<file path="src/rtl/if_fetch_unit.sv">
// ---------------------------------------------------------------------------
// if_fetch_unit
//   Instruction fetch stage feeding id_stage. Owns the PC, issues in-order
//   word fetches to instruction memory with up to DEPTH requests in flight,
//   buffers returned words in a DEPTH-entry FIFO and hands {inst, inst_pc}
//   to decode under a valid/ready handshake. A redirect from EX empties the
//   buffer and arranges for responses that are still in flight to be dropped.
//
// Ports
//   clk             clock, all state updates on the rising edge
//   rst             synchronous reset, active-low
//   redirect_valid  EX requests a PC change this cycle
//   redirect_pc     new fetch target (low two bits ignored)
//   imem_req        fetch request valid
//   imem_addr       fetch address (word aligned)
//   imem_ready      memory accepts the request this cycle
//   imem_rvalid     response valid, responses return in request order
//   imem_rdata      response instruction word
//   inst_valid      FIFO head valid for decode
//   inst            head instruction, NOP when not valid
//   inst_pc         PC of head instruction, 0 when not valid
//   id_ready        decode consumes the head this cycle
// ---------------------------------------------------------------------------
module if_fetch_unit #(
    parameter logic [63:0] PC_RESET = 64'h0000_0000_8000_0000,
    parameter int          DEPTH    = 2
) (
    input  logic        clk,
    input  logic        rst,
    input  logic        redirect_valid,
    input  logic [63:0] redirect_pc,
    output logic        imem_req,
    output logic [63:0] imem_addr,
    input  logic        imem_ready,
    input  logic        imem_rvalid,
    input  logic [31:0] imem_rdata,
    output logic        inst_valid,
    output logic [31:0] inst,
    output logic [63:0] inst_pc,
    input  logic        id_ready
);

    localparam int CW = $clog2(DEPTH + 1);
    localparam int PW = (DEPTH > 1) ? $clog2(DEPTH) : 1;
    localparam logic [31:0] NOP = 32'h0000_0013;

    typedef enum logic {
        FETCH,
        FLUSH
    } state_t;

    state_t        state;
    logic [63:0]   pc;
    logic [31:0]   fifo_inst [DEPTH];
    logic [63:0]   fifo_pc   [DEPTH];
    logic [PW-1:0] rd_ptr;
    logic [PW-1:0] wr_ptr;
    logic [CW-1:0] count;
    logic [CW-1:0] in_flight;
    logic [CW-1:0] stale;

    logic          accept;
    logic          rsp_take;
    logic          pop;
    logic [CW:0]   occupancy;
    logic [63:0]   resp_pc;
    logic [CW-1:0] redirect_stale;

    function automatic logic [PW-1:0] next_ptr(input logic [PW-1:0] p);
        return (p == PW'(DEPTH - 1)) ? '0 : p + PW'(1);
    endfunction

    // Every buffered word plus every outstanding request holds one FIFO
    // credit, so a response can always be written when it arrives.
    assign occupancy = {1'b0, count} + {1'b0, in_flight};
    assign imem_req  = rst && (state == FETCH) && !redirect_valid
                       && (occupancy < (CW + 1)'(DEPTH));
    assign imem_addr = pc;
    assign accept    = imem_req && imem_ready;

    // Responses outside FETCH, or with nothing outstanding, never reach the FIFO.
    assign rsp_take  = (state == FETCH) && imem_rvalid && (in_flight != '0);

    // Requests since the last redirect are sequential, so the oldest
    // outstanding one sits in_flight words behind the current PC.
    assign resp_pc   = pc - (64'(in_flight) << 2);

    assign inst_valid = rst && (count != '0);
    assign inst       = inst_valid ? fifo_inst[rd_ptr] : NOP;
    assign inst_pc    = inst_valid ? fifo_pc[rd_ptr] : 64'd0;
    assign pop        = inst_valid && id_ready;

    // Number of responses still owed by memory after a redirect this cycle;
    // any response arriving in the redirect cycle itself is already dropped.
    always_comb begin
        redirect_stale = stale;
        if (state == FETCH) begin
            redirect_stale = in_flight - CW'(rsp_take);
        end else if (imem_rvalid && (stale != '0)) begin
            redirect_stale = stale - CW'(1);
        end
    end

    // FIFO storage is plain data and needs no reset; validity lives in count.
    always_ff @(posedge clk) begin
        if (rsp_take && !redirect_valid) begin
            fifo_inst[wr_ptr] <= imem_rdata;
            fifo_pc[wr_ptr]   <= resp_pc;
        end
    end

    // Control FSM. A redirect wins over request, push and pop in the same
    // cycle; FLUSH swallows owed responses before issuing resumes.
    always_ff @(posedge clk) begin
        if (!rst) begin
            state     <= FETCH;
            pc        <= PC_RESET;
            rd_ptr    <= '0;
            wr_ptr    <= '0;
            count     <= '0;
            in_flight <= '0;
            stale     <= '0;
        end else if (redirect_valid) begin
            pc        <= {redirect_pc[63:2], 2'b00};
            rd_ptr    <= '0;
            wr_ptr    <= '0;
            count     <= '0;
            in_flight <= '0;
            stale     <= redirect_stale;
            state     <= ((state == FLUSH) || (redirect_stale != '0)) ? FLUSH : FETCH;
        end else begin
            case (state)
                FETCH: begin
                    if (accept) begin
                        pc <= pc + 64'd4;
                    end
                    in_flight <= in_flight + CW'(accept) - CW'(rsp_take);
                    if (rsp_take) begin
                        wr_ptr <= next_ptr(wr_ptr);
                    end
                    if (pop) begin
                        rd_ptr <= next_ptr(rd_ptr);
                    end
                    case ({rsp_take, pop})
                        2'b10:   count <= count + CW'(1);
                        2'b01:   count <= count - CW'(1);
                        default: count <= count;
                    endcase
                end
                FLUSH: begin
                    stale <= redirect_stale;
                    if (redirect_stale == '0) begin
                        state <= FETCH;
                    end
                end
                default: state <= FETCH;
            endcase
        end
    end

endmodule
</file>
<file path="config.mk">
export PLATFORM = sky130hd
export DESIGN_NAME = if_fetch_unit
export DESIGN_NICKNAME = d
export VERILOG_FILES = /design/src/rtl/if_fetch_unit.sv
export SDC_FILE = /design/constraint.sdc
export NUM_CORES = 1
export LEC_CHECK = 0
export CAP_MARGIN = 20
export CORE_UTILIZATION = 47
export DETAILED_ROUTE_END_ITERATION = 10
export HOLD_SLACK_MARGIN = 0.02
export PLACE_DENSITY = 0.78
export REMOVE_ABC_BUFFERS = 1
export SLEW_MARGIN = 30
export SYNTH_ARGS = -nofsm -noshare
export SYNTH_HDL_FRONTEND = slang
export SYNTH_SLANG_ARGS = --single-unit
</file>
<file path="constraint.sdc">
create_clock -name clk -period 8.9 [get_ports clk]
set_clock_uncertainty 0.2 [all_clocks]
set_input_delay 0.89 -clock clk [delete_from_list [all_inputs] [get_ports clk]]
set_output_delay 0.89 -clock clk [all_outputs]
set_load 0.05 [all_outputs]
</file>
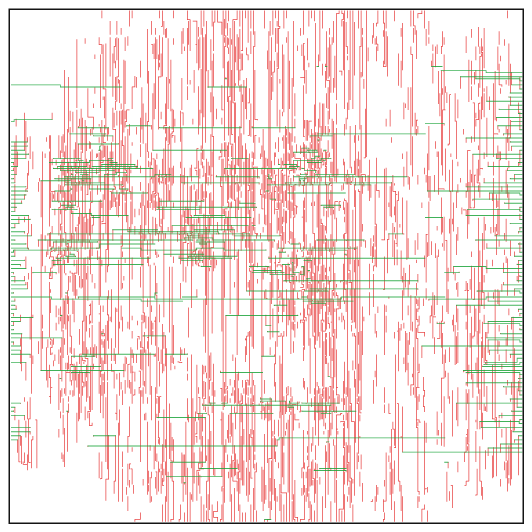
Fig. 1. Wiring by layer (run 1).
Scale: 3 px per um. Two of the layers only.
[met2] red | wire length: 17800 um
[met3] green | wire length: 3480 um
WL/cell: 19.9 um
Total Wirelength: 37300 um
vias post-DR: 10922
total routing resource utilization after global routing: 0.253

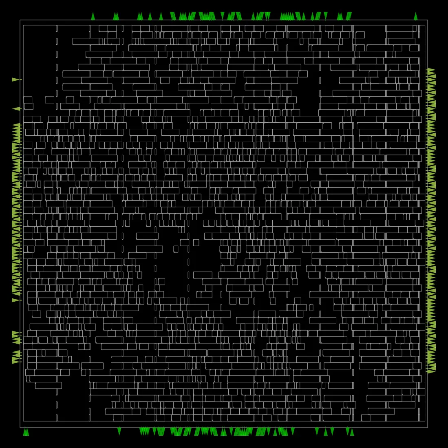
Fig. 2. Placed standard cells (run 1).
inserted tap cell count: 378
tally of filler cells in the layout: 2266
std cell rows: 61

==> impl_metrics.json, run 1 <==
{
  "status": "finished, final reports clean",
  "holdCritStartpoint": "rd_ptr",
  "worst_slew_margin_rel": 0.439,
  "worst_r2r_startpoint": "in_flight[0]",
  "route.detailed.drc": 0,
  "detailedRoute.firstIterationViolations": 1022,
  "cts_hold_repair.buffers": 0,
  "grt_most_used_layer": "met2",
  "cts_tree": "yes",
  "ir_worst_vdd_v": 0.000135,
  "finalHoldViolCount": 0,
  "cell_count_after_synthesis": 1279,
  "fmaxAchievable_mhz": 215,
  "routed.top_layer": "met5",
  "intPower_mw": 2.14,
  "yosysSeqAreaShare": 0.529,
  "hold_end": "rd_ptr",
  "pin_count": 264,
  "timing.critical_path.buf_inv": 5,
  "final_antenna_net_count": 0,
  "ctsHtreeMaxLevel": 1,
  "crit_top_cell": "sky130_fd_sc_hd__buf_4",
  "tool_warnings": 27,
  "leakage_nw": 5.73,
  "pins_over_slew_limit": 0,
  "core-area_um2": 27900,
  "post-place-cells": 1820,
  "timing.critical_path.depth": 14,
  "floorplan.die.height_um": 171,
  "final_min_period_over_clock_period": 0.522,
  "cap_violations": 0,
  "ys_area_um2": 13400,
  "reg2reg_slack_ns": 4.26,
  "cts.root.buffer_cell": "sky130_fd_sc_hd__clkbuf_16",
  "layout.core_utilization": 0.613,
  "clk-power_mw": 1.17
}
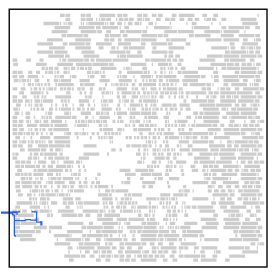
Fig. 3. Nets reached from selected ports (run 1).
Scale: 1.5 px per um.
[`inst_valid`] blue | bits: 1 | direction: output | edge: west | end cells: 1 | buffers: 1 | wire: 58.2 um

[run 1: cell usage after synthesis (30+ instances only)]
library cell | n | area [um^2]
sky130_fd_sc_hd__clkbuf_1 | 83 | 312
sky130_fd_sc_hd__nand4_1 | 33 | 206
sky130_fd_sc_hd__dfxtp_1 | 72 | 1440
sky130_fd_sc_hd__nor4_1 | 30 | 188
sky130_fd_sc_hd__nor3_1 | 38 | 190
sky130_fd_sc_hd__edfxtp_1 | 188 | 5650
sky130_fd_sc_hd__nor2_1 | 154 | 578
sky130_fd_sc_hd__nand3_1 | 62 | 310
sky130_fd_sc_hd__nand2_1 | 95 | 357
sky130_fd_sc_hd__xor2_1 | 40 | 350
sky130_fd_sc_hd__mux2i_1 | 107 | 1070
[run 1: layout make-up]
class,count,area [um^2]
Tap cell,378,473
Sequential cell,260,7090
Clock buffer,37,796
Inverter,27,101
Timing Repair Buffer,277,2760
Clock inverter,15,133
Antenna cell,1,2.50
Multi-Input combinational cell,878,5780
Fill cell,2266,10800
[run 1: cell families after synthesis]
group,Yosys count,synth area share
compound gates,158,0.0798
flops,260,0.529
other cells,1,0.000280
xor+xnor,67,0.0444
simple gates,525,0.205
mux,114,0.0858
buf+inv,144,0.0451
fa+ha+maj,10,0.0105
[run 1: per-stage QoR]
stage	cell area (um^2)	total power [mW]	hold slack, ns	setup TNS [ns]
floorplan	12900	1.57	0.272	-0.0763
global placement	16100	1.71	0.284	0
detailed placement	16200	1.72	0.308	0
CTS	17100	2.88	0.322	0
global route	17100	2.96	0.343	0
finish	17100	2.87	0.322	0
[run 1: registers in the layout, summed over array words and instances, names as in the netlist, named ones only]
name,count
stale,2
imem_addr,62
wr_ptr,1
state,1
count,2
fifo_inst,64
fifo_pc,124
rd_ptr,1
in_flight,2
Fig. 4: run 1, pin placement
Scale: 3 px per um. Pins as bars across the die edge, other pins in grey.
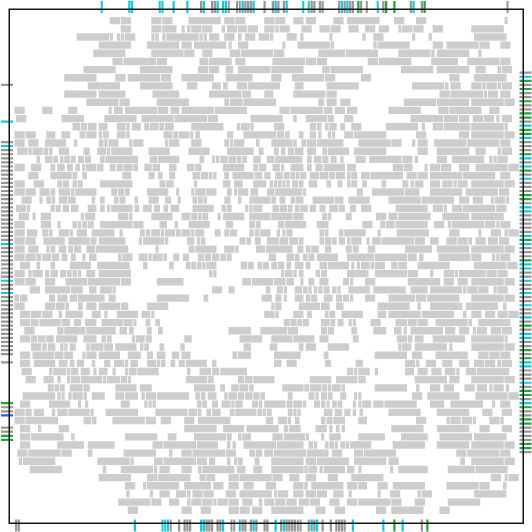

==> run 2, diff against run 1 <==
--- a/config.mk
+++ b/config.mk
@@ -6,10 +6,10 @@
 export NUM_CORES = 1
 export LEC_CHECK = 0
 export CAP_MARGIN = 20
-export CORE_UTILIZATION = 47
+export CORE_UTILIZATION = 53
 export DETAILED_ROUTE_END_ITERATION = 10
 export HOLD_SLACK_MARGIN = 0.02
-export PLACE_DENSITY = 0.78
+export PLACE_DENSITY = 0.83
 export REMOVE_ABC_BUFFERS = 1
 export SLEW_MARGIN = 30
 export SYNTH_ARGS = -nofsm -noshare
==> constraint.sdc (replaced) <==
create_clock -name clk -period 4.5 [get_ports clk]
set_clock_uncertainty 0.2 [all_clocks]
set_input_delay 0.45 -clock clk [delete_from_list [all_inputs] [get_ports clk]]
set_output_delay 0.45 -clock clk [all_outputs]
set_load 0.05 [all_outputs]
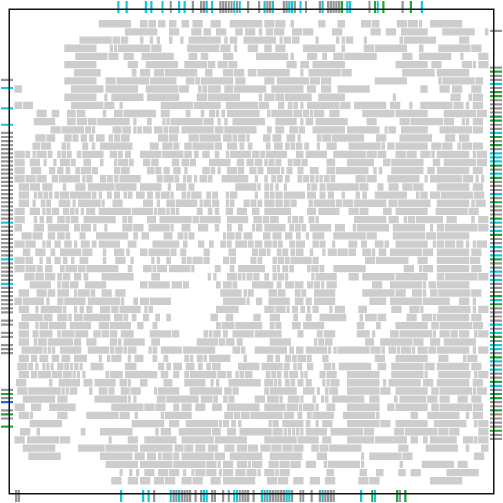
Fig. 5. Pin placement (run 2).
Scale: 3 px per um. Pins as bars across the die edge, other pins in grey.
[`inst_valid`] blue | pins: 1 | direction: output | edge: west
[`inst_pc`] cyan | pins: 64 | direction: output | edge: 21 north, 21 east, 16 south, 6 west
[`imem_rdata`] green | pins: 32 | direction: input | edge: 22 east, 4 north, 3 west, 3 south

==> run 2 against run 1 <==
Effect of this change:
- sequential share of layout area grew 0.40 points
- setup slack lost 3.6 ns
- global-route usage grew 2.7 points
- flip-flop count is the same
- register-to-register slack lost 3.6 ns
- largest power group unchanged
- clock-buffer cell count shrank 7
- maximum frequency grew 20%
- critical path depth shrank 5
- synthesized cell count is the same
- clock power grew 110%
- worst hold slack lost 0.16 ns
- area after synthesis is the same
==> impl_metrics.json, run 2 <==
{
  "floorplan.rows": 57,
  "status": "finished, final reports clean",
  "route.detailed.drc": 0,
  "floorplan.die.height_um": 161,
  "ir_worst_vdd_v": 0.000229,
  "routed.top_layer": "met5",
  "layout.core_utilization": 0.692,
  "worst_slew_margin_rel": 0.397,
  "ys_area_um2": 13400,
  "max_flop_register": "fifo_pc",
  "cell_count_after_synthesis": 1279,
  "fmaxAchievable_mhz": 259,
  "cts_tree": "yes",
  "final.fill_count": 1872,
  "ctsHtreeMaxLevel": 1,
  "netlist.top_cell.by_instances": "sky130_fd_sc_hd__edfxtp_1",
  "yosys-top-cells-count": "188 x sky130_fd_sc_hd__edfxtp_1, 154 x sky130_fd_sc_hd__nor2_1, 107 x sky130_fd_sc_hd__mux2i_1",
  "postRouteWirelength_um": 36400,
  "vias_post_dr": 11009,
  "cap_violations": 0,
  "yosysSeqAreaShare": 0.529,
  "tool_warnings": 27,
  "placed_cell_area_um2": 16000,
  "final_min_period_over_clock_period": 0.856,
  "cts_hold_repair.buffers": 0,
  "globalRouteTotalUtil": 0.279
}
run 2: cell count changes in the layout (fill, tap and decap cells not counted), sizes merged:
cell,before,now
buf,21,80
clkdlybuf4s50,256,203
clkbuf,37,30
bufinv,2,7
clkinvlp,2,0
clkinv,11,12
diode,1,2
run 2: cells by family (layout without fill, tap and decap cells):
group,count (synthesis),count (layout),synth area share
xor gates and xnor gates,67,67,0.0444
and+or+nand+nor,525,525,0.205
AOI/OAI and AO/OA,158,158,0.0798
adders and majority gates,10,10,0.0105
other,1,6,0.000280
DFF,260,260,0.529
muxes,114,114,0.0858
buffers and inverters,144,359,0.0451
run 2: worst paths after layout:
path,start,end,slack (ns),cells past startpoint
max reg2reg,count[0],imem_addr[52],0.65,9
max,count[0],imem_addr[52],0.65,9
min,redirect_valid,imem_addr[48],0.16,3
min reg2reg,rd_ptr,flop,0.32,2
run 2: final cells by class:
type / count / area (um^2) / share of cell area
sequential: 260 / 7090 / 0.418
multi-input combinational: 878 / 5770 / 0.340
timing repair buffer: 283 / 2640 / 0.156
clock buffer: 30 / 687 / 0.0405
tap: 324 / 405 / 0.0239
clock inverter: 19 / 268 / 0.0158
inverter: 27 / 101 / 0.00597
antenna: 2 / 5.00 / 0.000295
run 2: where the power goes:
group	switching [mW]	internal (mW)	leakage, nW
clock network	0.914	1.50	0.477
logic	0.384	0.249	3.09
registers	0.110	2.62	2.31
total	1.41	4.36	5.87
run 2: stage by stage:
step                power, mW  TNS, ns  cells
floorplan                3.11  -666.52   1165
global placement         3.39        0   1772
detailed placement       3.40        0   1772
CTS                      5.80        0   1821
global route             5.94        0   1822
finish                   5.77        0   1823
Power figures rest on the tool's default switching activity, not on a simulated workload.
